File: src/rtl/alu_ctrl_pkg.sv
// LEGv8 ALU control constants: opcodes, ALUOp encodings, ALU select codes, FSM encoding.
// Shared by the decoder and the EX sequencer.
package alu_ctrl_pkg;

  localparam logic [10:0] OPC_ADDS  = 11'd1368;
  localparam logic [10:0] OPC_SUBS  = 11'd1880;
  localparam logic [10:0] OPC_LSL   = 11'd1691;
  localparam logic [10:0] OPC_LSR   = 11'd1690;
  localparam logic [10:0] OPC_ADDI0 = 11'd1160;
  localparam logic [10:0] OPC_ADDI1 = 11'd1161;
  localparam logic [10:0] OPC_LDUR  = 11'd1986;
  localparam logic [10:0] OPC_STUR  = 11'd1984;
  localparam logic [10:0] OPC_MUL   = 11'd1240;

  localparam logic [1:0] ALUOP_LDST  = 2'b00;
  localparam logic [1:0] ALUOP_CBZ   = 2'b01;
  localparam logic [1:0] ALUOP_RTYPE = 2'b10;
  localparam logic [1:0] ALUOP_MOVK  = 2'b11;

  localparam logic [3:0] ALU_ADD   = 4'b0000;
  localparam logic [3:0] ALU_ADDS  = 4'b0010;
  localparam logic [3:0] ALU_SUBS  = 4'b0011;
  localparam logic [3:0] ALU_PASSB = 4'b0111;
  localparam logic [3:0] ALU_MOVK  = 4'b1000;
  localparam logic [3:0] ALU_LSL   = 4'b1001;
  localparam logic [3:0] ALU_LSR   = 4'b1010;
  localparam logic [3:0] ALU_MUL   = 4'b1011;
  localparam logic [3:0] ALU_ILL   = 4'b1111;

  typedef logic [0:0] state_t;
  localparam state_t IDLE  = 1'b0;
  localparam state_t MULTI = 1'b1;

endpackage

File: src/rtl/alu_ctrl_dec.sv
// Combinational ALU control decode: (opcode, aluop) -> ctrl word, illegal flag, EX occupancy.
// No state, no latency; occupancy is 1 for everything except MUL and the shifts.
import alu_ctrl_pkg::*;

module alu_ctrl_dec #(
  parameter int MUL_CYCLES   = 4,
  parameter int SHIFT_CYCLES = 1,
  parameter int CNT_W        = 4
) (
  input  logic [10:0]      opcode,
  input  logic [1:0]       aluop,
  output logic [3:0]       ctrl,
  output logic             illegal,
  output logic [CNT_W-1:0] occ
);

  always_comb begin
    ctrl    = ALU_ADD;
    illegal = 1'b0;
    occ     = CNT_W'(1);
    case (aluop)
      ALUOP_LDST: ctrl = ALU_ADD;
      ALUOP_CBZ:  ctrl = ALU_PASSB;
      ALUOP_MOVK: ctrl = ALU_MOVK;
      default: begin
        case (opcode)
          OPC_ADDS:  ctrl = ALU_ADDS;
          OPC_SUBS:  ctrl = ALU_SUBS;
          OPC_LSL: begin
            ctrl = ALU_LSL;
            occ  = CNT_W'(SHIFT_CYCLES);
          end
          OPC_LSR: begin
            ctrl = ALU_LSR;
            occ  = CNT_W'(SHIFT_CYCLES);
          end
          OPC_ADDI0, OPC_ADDI1, OPC_LDUR, OPC_STUR: ctrl = ALU_ADDS;
          OPC_MUL: begin
            ctrl = ALU_MUL;
            occ  = CNT_W'(MUL_CYCLES);
          end
          default: begin
            ctrl    = ALU_ILL;
            illegal = 1'b1;
          end
        endcase
      end
    endcase
  end

endmodule

File: src/rtl/alu_ctrl_seq.sv
// ID/EX ALU control register with multi-cycle occupancy tracking; 1-cycle latency, id_ready low while
// a multi-cycle op is busy, on ex_stall or on flush. Optional perf counters under ALU_CTRL_PERF_EN.
import alu_ctrl_pkg::*;

module alu_ctrl_seq #(
  parameter int MUL_CYCLES   = 4,
  parameter int SHIFT_CYCLES = 1,
  parameter int CNT_W        = 4
) (
  input  logic        clk,
  input  logic        reset,
  input  logic        id_valid,
  output logic        id_ready,
  input  logic [10:0] id_opcode,
  input  logic [1:0]  id_aluop,
  input  logic        ex_stall,
  input  logic        flush,
  output logic        ex_valid,
  output logic [3:0]  ex_ctrl,
  output logic        ex_multi,
  output logic        illegal
`ifdef ALU_CTRL_PERF_EN
  ,
  output logic [15:0] perf_issued,
  output logic [15:0] perf_busy
`endif
);

  logic [3:0]       dec_ctrl;
  logic             dec_illegal;
  logic [CNT_W-1:0] dec_occ;
  logic [CNT_W-1:0] cnt;
  state_t           state;
  logic             accept;

  alu_ctrl_dec #(
    .MUL_CYCLES  (MUL_CYCLES),
    .SHIFT_CYCLES(SHIFT_CYCLES),
    .CNT_W       (CNT_W)
  ) u_dec (
    .opcode (id_opcode),
    .aluop  (id_aluop),
    .ctrl   (dec_ctrl),
    .illegal(dec_illegal),
    .occ    (dec_occ)
  );

  assign id_ready = !flush && !ex_stall && (state == IDLE);
  assign accept   = id_valid && id_ready;

  // MULTI covers cycles 1..N-1 of the op; cycle N is back in IDLE so the next op can overlap,
  // which is why ex_multi is a register that stays set across that last cycle.
  always_ff @(posedge clk or posedge reset) begin
    if (reset) begin
      ex_valid <= 1'b0;
      ex_ctrl  <= ALU_ADD;
      ex_multi <= 1'b0;
      illegal  <= 1'b0;
      state    <= IDLE;
      cnt      <= '0;
    end else if (flush) begin
      ex_valid <= 1'b0;
      ex_multi <= 1'b0;
      illegal  <= 1'b0;
      state    <= IDLE;
      cnt      <= '0;
    end else if (ex_stall) begin
      ex_valid <= ex_valid;
    end else if (state == MULTI) begin
      illegal <= 1'b0;
      cnt     <= cnt - CNT_W'(1);
      if (cnt == CNT_W'(1)) state <= IDLE;
    end else if (accept) begin
      ex_valid <= 1'b1;
      ex_ctrl  <= dec_ctrl;
      illegal  <= dec_illegal;
      ex_multi <= (dec_occ > CNT_W'(1));
      if (dec_occ > CNT_W'(1)) begin
        state <= MULTI;
        cnt   <= dec_occ - CNT_W'(1);
      end
    end else begin
      ex_valid <= 1'b0;
      ex_multi <= 1'b0;
      illegal  <= 1'b0;
    end
  end

`ifdef ALU_CTRL_PERF_EN
  always_ff @(posedge clk or posedge reset) begin
    if (reset) begin
      perf_issued <= '0;
      perf_busy   <= '0;
    end else begin
      if (accept && perf_issued != 16'hFFFF) perf_issued <= perf_issued + 16'd1;
      if (id_valid && !id_ready && perf_busy != 16'hFFFF) perf_busy <= perf_busy + 16'd1;
    end
  end
`endif

endmodule

File: config.mk
export PLATFORM = sky130hd
export DESIGN_NAME = alu_ctrl_seq
export DESIGN_NICKNAME = d
export VERILOG_FILES = /design/src/rtl/alu_ctrl_pkg.sv /design/src/rtl/alu_ctrl_dec.sv /design/src/rtl/alu_ctrl_seq.sv
export SDC_FILE = /design/constraint.sdc
export NUM_CORES = 1
export LEC_CHECK = 0
export CAP_MARGIN = 0
export CORE_MARGIN = 1.5
export CORE_UTILIZATION = 48
export CTS_CLUSTER_SIZE = 16
export DETAILED_ROUTE_END_ITERATION = 10
export GPL_ROUTABILITY_DRIVEN = 0
export HOLD_SLACK_MARGIN = 0.03
export PLACE_DENSITY = 0.76
export SYNTH_ARGS = -nofsm -noshare
export SYNTH_HDL_FRONTEND = slang
export SYNTH_HIERARCHICAL = 1
export SYNTH_SLANG_ARGS = --single-unit
File: constraint.sdc
create_clock -name clk -period 1.8 [get_ports clk]
set_input_delay 0.18 -clock clk [delete_from_list [all_inputs] [get_ports clk]]
set_output_delay 0.18 -clock clk [all_outputs]
set_load 0.005 [all_outputs]
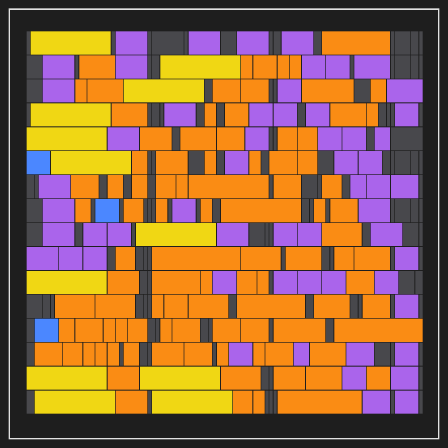
Fig. 1. Cell classes on the final placement (run 1).
Fill, decap, tap and diode cells in gray.
color	class	cells
blue	clock-net drivers	3
yellow	registers	12
purple	remaining buffers and delay cells	57
orange	remaining logic cells	96

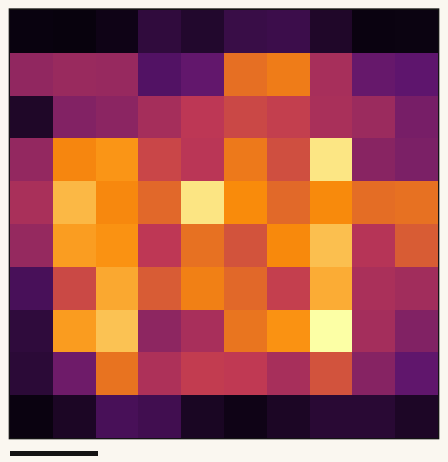
Fig. 2. Wiring heat map (run 1).
Scale bar: 10 µm. The die is cut into 10 by 10 equal tiles; black is low, pale yellow is high, scaled to the fullest tile. Values are wire area over tile area, all layers added.
mean over tiles	0.21
fullest tile	0.47
tiles over half the peak	43%

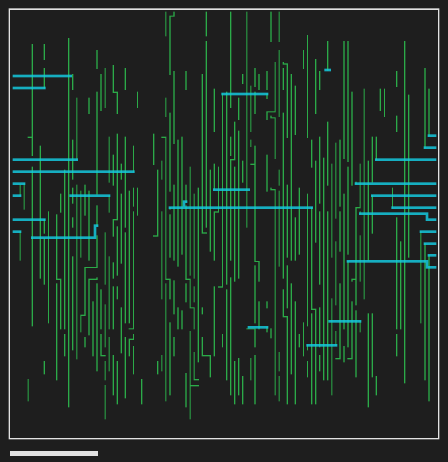
Fig. 3. Wiring by layer (run 1).
Scale bar: 10 µm. Only two layers are drawn.
color	layer	wire length
green	M2	1750 µm
cyan	M3	137 µm

==> reports/notes.md, run 1 <==
With the post-route worst setup slack at -0.136 ns, the routed length on met1 is 1260 µm. The tally of buffers added on design ports was 25. For the pin count of the biggest net entering global routing, the log shows 13. The final hold violation count recorded for this run is 0. The checks that failed: negative setup slack. The number of cells on the worst reg-to-reg path is 6.

The number of antenna violations at the first check in global routing is 0, and the boundary pin count is 26. The adder and majority cell fraction of the synthesized area is 0.0501, and the area fraction in mux cells is 0.0751. In this run, distinct cell masters in the synthesized netlist total 42.

The run gives 1.95 ns as the data required time at the worst endpoint. The total clock network power is 0.000153 W. The sort of element at the start of the critical path was a primary input. The portion of the layout cell area used by non-clock buffers is 0.282, and the post-layout instance count excluding filler cells is 195. The count of inverters not on the clock network in the layout is 10.

The run gives 0.00837 ns as the clock skew after layout. The share of the synthesized area in the top cell type was 0.300; the number of buffers inserted for hold repair after clock tree synthesis was 0. The run finished, with violations left. The tools report the endpoint of the most critical setup path as cnt[0].

With the fraction of power spent switching nets at 0.294, the total power divided by cell area is 458 nW/µm². The final report lists the setup-violating endpoint count as 3. The peak fanout along the critical path was 5; the via count of the first global-routing pass was 1205. The main power-consuming group is sequential cells. Hold timing on the final database bottoms out at a slack of 0.223 ns. TritonCTS built the clock tree. In this run, placement finished with an instance count of 187. The class of the most critical setup path is in -> reg. The global-route total usage across every layer is 0.286, and the final routed wirelength across all metal layers is 3200 µm.

Cell internal power was estimated by the tool at 0.000543 W. The post-CTS resize count came out at 32. The logs give 0.198 for the clock share of power and 1680 µm² for the area of all placed cells without fillers.

The commonest register cell is sky130_fd_sc_hd__dfrtp_1. The analysis attributes to net switching a power of 0.000226 W. The launching element of the worst setup path is id_opcode[1]. The post-synth tally of flip-flops with integrated enable works out to 0. The synthesized instance count is 111. For the initial standard-cell utilization of the core, the log shows 0.510.
run 1: kinds of logic after synthesis:
kind of cell | after synthesis
other | 1
and+or+nand+nor | 42
muxes | 7
DFF | 12
xor gates and xnor gates | 2
adders and majority gates | 4
AOI/OAI and AO/OA | 29
buffers and inverters | 14
run 1: per-stage QoR:
stage	power (W)	setup WS, ns
6_report	0.000769	-0.136
5_1_grt	0.000817	-0.230
3_3_place_gp	0.000587	-0.736
2_1_floorplan	0.000439	-0.182
4_1_cts	0.000759	-0.150
3_5_place_dp	0.000600	-0.811
run 1: worst max-delay path: stages:
cell and delay, ns:
sky130_fd_sc_hd__buf_6 0.09, sky130_fd_sc_hd__or3b_4 0.40, sky130_fd_sc_hd__nor4_4 0.26, sky130_fd_sc_hd__nand2_2 0.16
sky130_fd_sc_hd__inv_2 0.11, sky130_fd_sc_hd__ha_4 0.15, sky130_fd_sc_hd__nor2_4 0.06, sky130_fd_sc_hd__o311ai_4 0.24
sky130_fd_sc_hd__a211oi_2 0.12, sky130_fd_sc_hd__a2111oi_2 0.30
run 1: cell usage in the layout (no fill, tap or decap), drive strengths merged, types with 2 or more instances in the layout:
cell type,count
buf,35
clkdlybuf4s50,14
dfrtp,12
nand2,10
inv,10
a21oi,7
nor2,6
nand2b,5
clkbuf,5
mux2,4
dlygate4sd2,4
nor3,4
ha,4
mux2i,3
o21ai,3
o41ai,3
or3,3
nand4bb,3
nor4,3
o31ai,3
a211oi,2
a21o,2
clkdlybuf4s15,2
conb,2
o311ai,2
a2111oi,2
or3b,2
run 1: sequential cells by signal, summed over array words and instances (netlist names):
register	count
ex_multi	1
state	1
ex_ctrl	4
cnt	4
ex_valid	1
illegal	1
==> run 1 -> run 2 <==
--- a/config.mk
+++ b/config.mk
@@ -10,7 +10,6 @@
 export CORE_UTILIZATION = 48
 export CTS_CLUSTER_SIZE = 16
 export DETAILED_ROUTE_END_ITERATION = 10
-export GPL_ROUTABILITY_DRIVEN = 0
 export HOLD_SLACK_MARGIN = 0.03
 export PLACE_DENSITY = 0.76
 export SYNTH_ARGS = -nofsm -noshare
==> constraint.sdc (replaced) <==
create_clock -name clk -period 1.9 [get_ports clk]
set_input_delay 0.19 -clock clk [delete_from_list [all_inputs] [get_ports clk]]
set_output_delay 0.19 -clock clk [all_outputs]
set_load 0.005 [all_outputs]
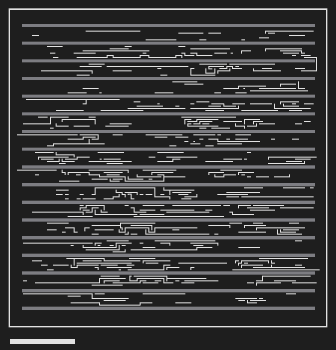
Fig. 4. M1 wires (run 2).
Scale bar: 10 µm. Supply wires on this layer in gray.
share of all routed wire	38%
main direction	horizontal
wire length on this layer	1180 µm
overall via count from detail_route: 1119
global-route met1 utilization: 0.288
wire length after detailed routing: 3090 µm

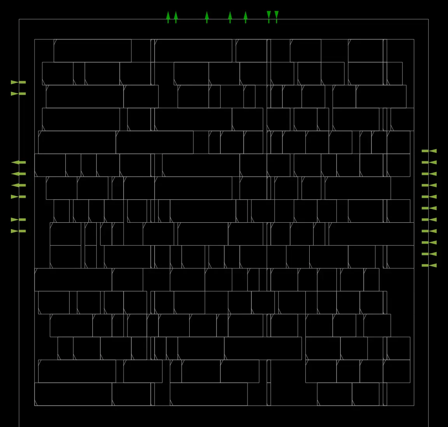
Fig. 5. Cell outlines without signal wires (run 2).
row count: 16
floorplan core area: 1960 µm²

==> run 2 against run 1 <==
Net effect: the run now ends clean; area after synthesis did not move; design area fell by 3.2%; hold slack got worse by 0.0087 ns; largest power group unchanged; critical endpoint is now cnt[3]; sequential cell count did not move; die size did not move; via count rose by 0.99%; first-iteration DRC count rose by 100%; non-clock buffer count fell by 2.
==> reports/notes.md, run 2 <==
The run finished with clean final reports. Clock tree synthesis selected as its root buffer the cell sky130_fd_sc_hd__clkbuf_4. The total power divided by cell area was 474 nW/µm² (+3.4%). Buffers added to address setup during post-CTS repair amount to 5. The count of inserted antenna diode cells came out at 0. The worst setup path is of the in -> reg kind. For this run, the detailed router reports a per-instance via density of 5.77. Once detail routing completed, the nets flagged for antenna violations numbered 0.

The run gives 25 (unchanged) for the tally of buffers added on design ports. The async set-or-reset flop fraction in the synthesized netlist is 1.00, and the H-tree level count is 1. The arrival time at the worst endpoint was 2.11 ns; the max-cap check violation count was 0.

The total setup violations reported at the end of the flow was 0 (-3). The post-synth tally of flip-flops with integrated enable works out to 0 (unchanged). The share of the synthesized area in the top cell type is 0.300 (unchanged). Via count of the first global-routing pass: 1199 (-0.50%). The pin count of the biggest net entering global routing came out at 14 (+1).

Summing every instance area after synthesis gives 1000 µm². The largest registers in the layout are cnt (4), ex_ctrl (4). Setup repair after global routing could not meet its margin everywhere. The routability congestion estimate was 0.922. The number of DRC markers after the initial detailed-route iteration was 36.

Post-synth the commonest register cell is sky130_fd_sc_hd__dfrtp_1. In this run the critical path is formed by buf_8 > or3b_4 > nor4_4 > nand2_2 > buf_4 > buf_4 > nor3_1 > xnor2_1 > a32oi_1 > o211a_1. For reference, the top logic cell family by area is simple AND/OR/NAND/NOR gates. In this design, the largest share of critical-path delay is due to simple AND/OR/NAND/NOR gates. Pins over their slew limit in the final report were tallied at 0.

TritonCTS built the clock tree. The highest-delay cell along the critical path was sky130_fd_sc_hd__or3b_4. The final core utilization came out at 0.828.

The run gives 12 for the synthesized flop and latch total. For the clock skew after layout, the log shows 0.00663 ns (-0.00174 ns). In the post-synthesis netlist, the cell with the most instances is sky130_fd_sc_hd__dfrtp_1. The synthesized instance count is 111 (unchanged), and the number of cells in Yosys stat is 111. STA classifies the critical path startpoint as a primary input. The routed design shows a wire length per standard cell of 15.9 µm. Achievable frequency: 529 MHz. The most frequent logic cell in the layout was sky130_fd_sc_hd__buf_4. The longest clock path from root to sink contains 2 buffers.

The number of distinct standard cells referenced by the synthesized netlist was 42 (unchanged); the data required time at the worst endpoint was 2.12 ns (+0.17 ns). The number of buffers inserted for hold repair after clock tree synthesis was 0 (unchanged); the combined buffer and inverter count along the critical path was 3 (+1). The area fraction in and, or, nand and nor cells after synthesis came out at 0.257. The final count of hold timing violations came out at 0 (unchanged).

The count of warning messages emitted by the tools is 30. Cell with the most instances on the worst path: sky130_fd_sc_hd__buf_4. The run gives 0.510 (unchanged) for the initial standard-cell utilization of the core. The adder and majority cell fraction of the synthesized area works out to 0.0501 (unchanged). Boundary pin count: 26 (unchanged). The run gives 0.000770 W (about the same) for the overall power after layout. The peak fanout along the critical path was 4 (-1). The min-delay analysis places its worst path in the category in -> async. The run gives 0 (unchanged) for the number of antenna violations at the first check in global routing. The global-route total usage across every layer was 0.275 (-0.0112); the post-CTS resize count was 24 (-25%). Dividing the synthesized area by the synthesized cell count gives 9.01 µm². The die width is 48.6 µm. The most common logic cells in the final layout are sky130_fd_sc_hd__buf_4, sky130_fd_sc_hd__clkdlybuf4s50_1, sky130_fd_sc_hd__dfrtp_1, sky130_fd_sc_hd__inv_1, sky130_fd_sc_hd__nand2_1. The delay of the slowest cell on the worst path works out to 0.40 ns (about the same). The synthesis report lists the most area-consuming cells as sky130_fd_sc_hd__dfrtp_1, sky130_fd_sc_hd__ha_1, sky130_fd_sc_hd__mux2_1, sky130_fd_sc_hd__inv_1, sky130_fd_sc_hd__nand2_1. Area fraction in mux cells: 0.0751 (unchanged). The aoi/oai-family share of the synthesized area came out at 0.235.
## run 2: cell counts after synthesis
Identical to the previous run, type by type.
## run 2: layout make-up
cell class,instances,area (µm²)
inverter,10,37.5
sequential,12,300
fill,131,337
tap,27,33.8
multi-input combinational,86,749
clock buffer,4,36.3
timing repair buffer,55,468
## run 2: final timing paths
path                               from         end  cells after the start
max reg2reg                      cnt[0]      cnt[2]                      6
max                        id_opcode[9]      cnt[3]                     10
min                               reset      cnt[2]                      2
max in group asynchronous         reset     illegal                      2
min reg2reg                  ex_ctrl[2]  ex_ctrl[2]                      1
min in group clk             ex_ctrl[2]  ex_ctrl[2]                      1
## run 2: stage by stage
step	setup WS [ns]	std cells	cell area [µm²]	hold slack, ns	setup TNS, ns
after floorplan	-0.0924	112	1070	0.0547	-0.248
after global placement	-0.630	183	1500	0.468	-4.94
after detailed placement	-0.735	183	1500	0.475	-5.66
after CTS	0.00270	192	1580	0.226	0
after global routing	-0.0960	194	1630	0.298	-0.228
final	0.0105	194	1630	0.214	0
## run 2: logic make-up (layout without fill, tap and decap cells)
group	count (synthesis)	in the layout
and+or+nand+nor	42	42
AOI/OAI and AO/OA	29	29
buffers and inverters	14	69
DFF	12	12
muxes	7	7
adders and majority gates	4	4
xor gates and xnor gates	2	2
other	1	2
## run 2: per-layer routing
metal  vias up  global-route usage  wire length, µm  share of wire
li1        529                   -                -              -
met1       529               0.288             1180           0.38
met5         -                   0                0              0
met4         0              0.0714               49          0.016
met3         8              0.0463              188          0.061
met2        53               0.553             1680           0.54
## run 2: power breakdown
part           internal, W  switching (W)
clock             0.000116      0.0000857
sequential        0.000285      0.0000238
combinational     0.000148       0.000111
total             0.000549       0.000220
No activity file was given, so power comes from the tool's default toggle rates.
